==> src/rtl/multi_ultrasonic_ranger.sv <==
// Round-robin HC-SR04 ranger: one channel at a time, trigger -> echo width -> whole cm by a cycle sub-counter.
// Result lands the cycle after the synchronized falling edge (or timeout); no backpressure, meas_valid is a one-cycle pulse.
module multi_ultrasonic_ranger #(
  parameter int NUM_CH      = 4,
  parameter int DIST_W      = 16,
  parameter int TRIG_CYC    = 500,
  parameter int CLK_PER_CM  = 2900,
  parameter int TIMEOUT_CYC = 3000000,
  parameter int HOLDOFF_CYC = 500000
) (
  input  logic                     clk,
  input  logic                     reset_n,
  input  logic                     enable,
  input  logic [NUM_CH-1:0]        ch_mask,
  input  logic [DIST_W-1:0]        wall_thresh,
  input  logic [NUM_CH-1:0]        echo,
  output logic [NUM_CH-1:0]        trig,
  output logic [NUM_CH*DIST_W-1:0] distance,
  output logic                     meas_valid,
  output logic [2:0]               meas_ch,
  output logic [NUM_CH-1:0]        timed_out,
  output logic [NUM_CH-1:0]        wall_sense
);

  localparam int CH_W   = (NUM_CH > 1) ? $clog2(NUM_CH) : 1;
  localparam int SUB_W  = $clog2(CLK_PER_CM + 1);
  localparam int TO_W   = $clog2(TIMEOUT_CYC + 1);
  localparam int PH_MAX = (TRIG_CYC > HOLDOFF_CYC) ? TRIG_CYC : HOLDOFF_CYC;
  localparam int PH_W   = $clog2(PH_MAX + 1);
  localparam logic [DIST_W-1:0] CM_MAX = '1;

  typedef enum logic [2:0] {IDLE, TRIG, WAIT_RISE, MEASURE, HOLDOFF} state_t;

  state_t              state;
  logic [CH_W-1:0]     ch;
  logic [PH_W-1:0]     ph_cnt;
  logic [SUB_W-1:0]    sub_cnt;
  logic [DIST_W-1:0]   cm_cnt;
  logic [TO_W-1:0]     to_cnt;
  logic [NUM_CH-1:0]   echo_m, echo_s, echo_d;

  logic [2*NUM_CH-1:0] mask_rot;
  logic [CH_W:0]       sel_sum;
  logic [CH_W-1:0]     sel_ch;
  logic                sub_wrap, rise, fall, to_hit, rep_fall, rep_to;
  logic [DIST_W-1:0]   cm_next;

  always_ff @(posedge clk or negedge reset_n) begin
    if (!reset_n) begin
      echo_m <= '0;
      echo_s <= '0;
      echo_d <= '0;
    end else begin
      echo_m <= echo;
      echo_s <= echo_m;
      echo_d <= echo_s;
    end
  end

  // Rotate the mask so bit 0 is the current pointer; the lowest set offset wins.
  always_comb begin
    mask_rot = {ch_mask, ch_mask} >> ch;
    sel_sum  = {1'b0, ch};
    for (int i = NUM_CH - 1; i >= 0; i--) begin
      if (mask_rot[i]) sel_sum = {1'b0, ch} + (CH_W+1)'(i);
    end
    sel_ch = (sel_sum >= (CH_W+1)'(NUM_CH)) ? CH_W'(sel_sum - (CH_W+1)'(NUM_CH))
                                            : CH_W'(sel_sum);
  end

  assign rise     = echo_s[ch] & ~echo_d[ch];
  assign fall     = ~echo_s[ch] & echo_d[ch];
  assign sub_wrap = (sub_cnt == SUB_W'(CLK_PER_CM - 1));
  assign cm_next  = (sub_wrap && cm_cnt != CM_MAX) ? cm_cnt + 1'b1 : cm_cnt;
  assign to_hit   = (to_cnt == TO_W'(TIMEOUT_CYC - 1));
  // The falling edge is counted as a high cycle and beats a simultaneous timeout.
  assign rep_fall = (state == MEASURE) && fall;
  assign rep_to   = ((state == WAIT_RISE) || (state == MEASURE)) && to_hit && !rep_fall;

  always_ff @(posedge clk or negedge reset_n) begin
    if (!reset_n) begin
      state      <= IDLE;
      ch         <= '0;
      ph_cnt     <= '0;
      sub_cnt    <= '0;
      cm_cnt     <= '0;
      to_cnt     <= '0;
      trig       <= '0;
      distance   <= '0;
      meas_valid <= 1'b0;
      meas_ch    <= '0;
      timed_out  <= '0;
      wall_sense <= '0;
    end else begin
      meas_valid <= 1'b0;
      case (state)
        IDLE: begin
          if (enable && ch_mask != '0) begin
            ch     <= sel_ch;
            trig   <= NUM_CH'(1) << sel_ch;
            ph_cnt <= '0;
            state  <= TRIG;
          end
        end
        TRIG: begin
          if (ph_cnt == PH_W'(TRIG_CYC - 1)) begin
            trig   <= '0;
            to_cnt <= '0;
            state  <= WAIT_RISE;
          end else begin
            ph_cnt <= ph_cnt + 1'b1;
          end
        end
        WAIT_RISE: begin
          to_cnt <= to_cnt + 1'b1;
          if (rise) begin
            sub_cnt <= '0;
            cm_cnt  <= '0;
            state   <= MEASURE;
          end
        end
        MEASURE: begin
          to_cnt  <= to_cnt + 1'b1;
          sub_cnt <= sub_wrap ? '0 : sub_cnt + 1'b1;
          cm_cnt  <= cm_next;
        end
        HOLDOFF: begin
          if (ph_cnt == PH_W'(HOLDOFF_CYC - 1)) begin
            ch    <= (ch == CH_W'(NUM_CH - 1)) ? '0 : ch + 1'b1;
            state <= IDLE;
          end else begin
            ph_cnt <= ph_cnt + 1'b1;
          end
        end
        default: state <= IDLE;
      endcase

      if (rep_fall || rep_to) begin
        distance[ch*DIST_W +: DIST_W] <= rep_fall ? cm_next : CM_MAX;
        timed_out[ch]  <= rep_to;
        wall_sense[ch] <= rep_fall && (cm_next < wall_thresh);
        meas_valid     <= 1'b1;
        meas_ch        <= 3'(ch);
        ph_cnt         <= '0;
        state          <= HOLDOFF;
      end
    end
  end

endmodule

==> config.mk <==
export PLATFORM = sky130hd
export DESIGN_NAME = multi_ultrasonic_ranger
export DESIGN_NICKNAME = d
export VERILOG_FILES = /design/src/rtl/multi_ultrasonic_ranger.sv
export SDC_FILE = /design/constraint.sdc
export NUM_CORES = 1
export LEC_CHECK = 0
export CAP_MARGIN = 15
export CORE_MARGIN = 3
export CORE_UTILIZATION = 56
export DETAILED_ROUTE_END_ITERATION = 10
export PLACE_DENSITY_LB_ADDON = 0.12
export SLEW_MARGIN = 5
export SYNTH_ARGS = -nofsm -noshare
export SYNTH_HDL_FRONTEND = slang
export SYNTH_SLANG_ARGS = --single-unit
==> constraint.sdc <==
create_clock -name clk -period 4.3 [get_ports clk]
set_clock_uncertainty 0.15 [all_clocks]
set_input_delay 0.86 -clock clk [delete_from_list [all_inputs] [get_ports clk]]
set_output_delay 0.86 -clock clk [all_outputs]
set_load 0.01 [all_outputs]
### Supply network

The bar under the picture is 50 um long. Pins as bars on the die edge. Tap cells in grey.
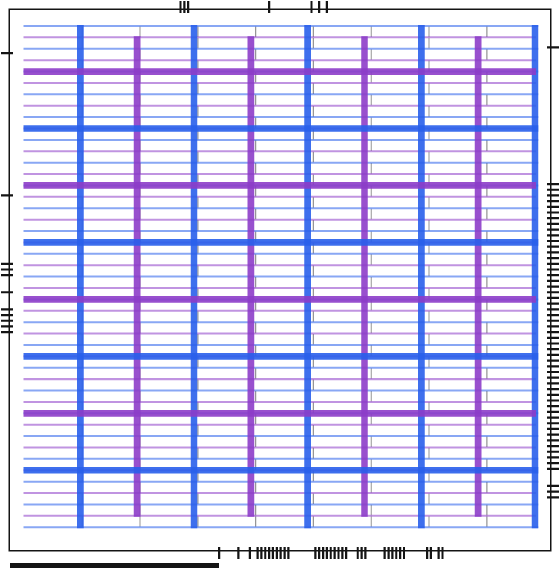
purple -> VDD
blue -> VSS
rows = 44
met4 straps = 9
tap cells = 184
met5 straps = 8
met1 rails = 45

==> results.py <==
# Generated from Yosys and OpenROAD reports
metrics = {
    "sta": {
        "worst_hold_slack_ns": 0.198,
        "post-route-min-period_ns": 4.02,
        "hold_viol_final": 0,
        "setup_viol": 0,
        "slew_violations": 0,
    },
    "yosys": {
        "synth.distinct_cells": 71,
        "syn_nets": 930,
        "yosys.area_share.simple": 0.193,
        "synthAoiAreaFrac": 0.195,
        "synthTopLogicFamily": "AND-OR/OR-AND gates",
        "ys_seq_frac": 0.488,
        "flop_cell": "dfrtp_1",
        "async_flop_share": 1.00,
        "syn_area_mm2": 0.00846,
        "ys_cells": 876,
        "numSynthFlops": 165,
        "ys_warn_count": 0,
    },
    "placed_design": {
        "portBuffers": 105,
        "place_area_mm2": 0.00961,
        "post-place-cells": 1125,
        "place.gp.congestion": 0.909,
    },
    "power": {
        "clkPwrFrac": 0.396,
        "p_comb_frac": 0.142,
        "p_int_mw": 2.77,
        "powerDensity_mw_per_mm2": 375,
        "p_switching_mw": 1.06,
    },
    "cts": {
        "path_clk_slew_ns": 0.06,
        "clk_path_buf_depth": 2,
        "cts_sinks": 165,
        "cts-root-buf": "clkbuf_16",
        "cts_buffers": 17,
        "cts_hold_buffers": 0,
    },
    "flow_run": {
        "tool_warnings": 35,
    },
    "grt": {
        "grt_pass1_wl_um": 35400,
        "overflow": 0,
    },
    "floorplan": {
        "fp.dieW_um": 129,
        "fp_util": 0.578,
        "core-area_mm2": 0.0146,
    },
    "final_layout": {
        "lay_top_cells": "dfrtp_1, clkdlybuf4s50_1, nor2_1",
        "nets": 1014,
        "final_cells": 1155,
        "drive_gt1_frac": 0.0628,
    },
    "routing": {
        "viasPerCell": 6.24,
        "via_count": 7204,
        "dr.first_iter.drc_count": 652,
    },
    "outcome": {
        "status": "completed",
    },
    "critical_path": {
        "crit_chain": "ha_1 > nor3b_1 > nand3_2 > nor3_1 > xor2_1 > ha_1 > a21oi_1 > o21ai_0 > or4_1 > a2111oi_2 > a22o_1",
        "critPathRequiredTime_ns": 4.50,
        "crit_family": "simple AND/OR/NAND/NOR gates",
        "cpPeakStageDelay_ns": 0.62,
    },
    "hold_path": {
        "hold_class": "flop to flop",
    },
}
### Cell classes on the final placement

The bar under the picture is 50 um long.
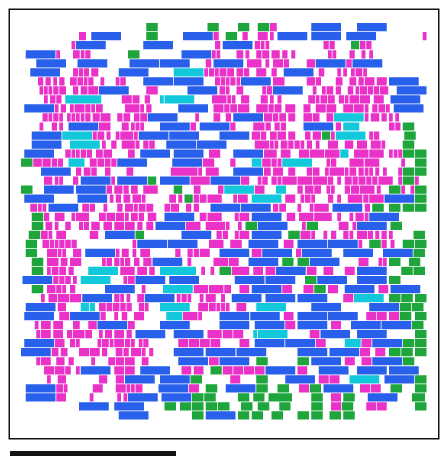
magenta -> all other logic  # cells 664, share of their area 42%
cyan -> clock drivers and dummy loads  # cells 30, share of their area 5.9%
green -> other buffers and delay cells  # cells 112, share of their area 11%
blue -> flip-flops  # cells 165, share of their area 41%

[synth_stat cells (8+ instances only)]
library cell  instances  area (um2)
o31ai_1               8        60.1
a21o_1               10        75.1
xnor2_1               9        78.8
dfrtp_1             165        4130
and3_1               18         113
clkbuf_1             37         139
a21oi_1              37         185
xor2_1               21         184
o21ai_0              74         370
nand4_1              21         131
nand2b_1              8        50.1
inv_1                27         101
ha_1                 27         338
nor4_1               12        75.1
a22o_1               32         280
nand2_1              78         293
nand3_1              23         115
mux2i_1               8        80.1
nor3_1               22         110
nor2_1               87         327
o2bb2ai_1            31         272
[through the flow]
stage	util	setup TNS [ns]	total power [mW]
2_1_floorplan	-	0	2.14
3_3_place_gp	0.656	0	2.30
3_5_place_dp	0.656	0	2.33
4_1_cts	0.696	0	3.85
5_1_grt	0.697	-0.00907	3.99
6_report	0.697	0	3.83
[power groups by stage]
stage	Sequential [mW]	Clock (mW)	Combinational, mW
5_1_grt	1.78	1.60	0.610
2_1_floorplan	1.72	0	0.418
6_report	1.77	1.51	0.544
4_1_cts	1.76	1.54	0.548
3_5_place_dp	1.79	0	0.543
3_3_place_gp	1.78	0	0.519
[path summary, 6_finish.rpt]
check                                  startpoint  slack, ns  cells after the start                        end
min in group asynchronous                 reset_n       0.39                      1   distance[61]$_DFFE_PN0P_
hold / removal                echo_m[3]$_DFF_PN0_       0.20                      0        echo_s[3]$_DFF_PN0_
max in group asynchronous                 reset_n       2.69                      2     sub_cnt[2]$_DFFE_PN0P_
setup / recovery           sub_cnt[0]$_DFFE_PN0P_       0.28                     11  wall_sense[2]$_DFFE_PN0P_
hold reg to reg               echo_m[3]$_DFF_PN0_       0.20                      0        echo_s[3]$_DFF_PN0_
setup reg to reg           sub_cnt[0]$_DFFE_PN0P_       0.28                     11  wall_sense[2]$_DFFE_PN0P_
[timing repair]
item / 4_1_cts / 5_1_grt
gates resized: 0 / 2
hold endpoints to repair: 0 / 0
setup endpoints to repair: 0 / 4
[cell type report]
cell class              count  area [um2]
clock buffers              23         488
fillers                  1116        4440
multi-input cells         636        4040
well taps                 184         230
clock inverters             7        97.6
inverters                  28         105
repair buffers            112        1120
flip-flops and latches    165        4130
[state kept, by name, summed over array words and instances (netlist names)]
| name | cells |
|---|---|
| ch | 2 |
| sub_cnt | 12 |
| trig | 4 |
| meas_ch | 2 |
| distance | 64 |
| wall_sense | 4 |
| echo_m | 4 |
| meas_valid | 1 |
| timed_out | 4 |
| cm_cnt | 16 |
| state | 3 |
| echo_d | 4 |
| ph_cnt | 19 |
| echo_s | 4 |
| to_cnt | 22 |
[worst register-to-register path: cells and delay by family (launching register included)]
kind                     cells  cell delay [ns]
AND-OR/OR-AND                4             1.14
adder cells (fa/ha/maj)      2             0.51
XOR/XNOR                     1             0.26
AND/OR/NAND/NOR              4             1.50
flip-flops                   1             0.39
[routing by layer]
layer  global-route usage  up-vias  part of all wire
li1                     -     3353                 -
met1                0.360     3523              0.43
met2                0.431      278              0.49
met3               0.0482       50             0.060
met4                0.112        0             0.026
met5                    0        -                 0
Power and IR drop assume default switching activity.
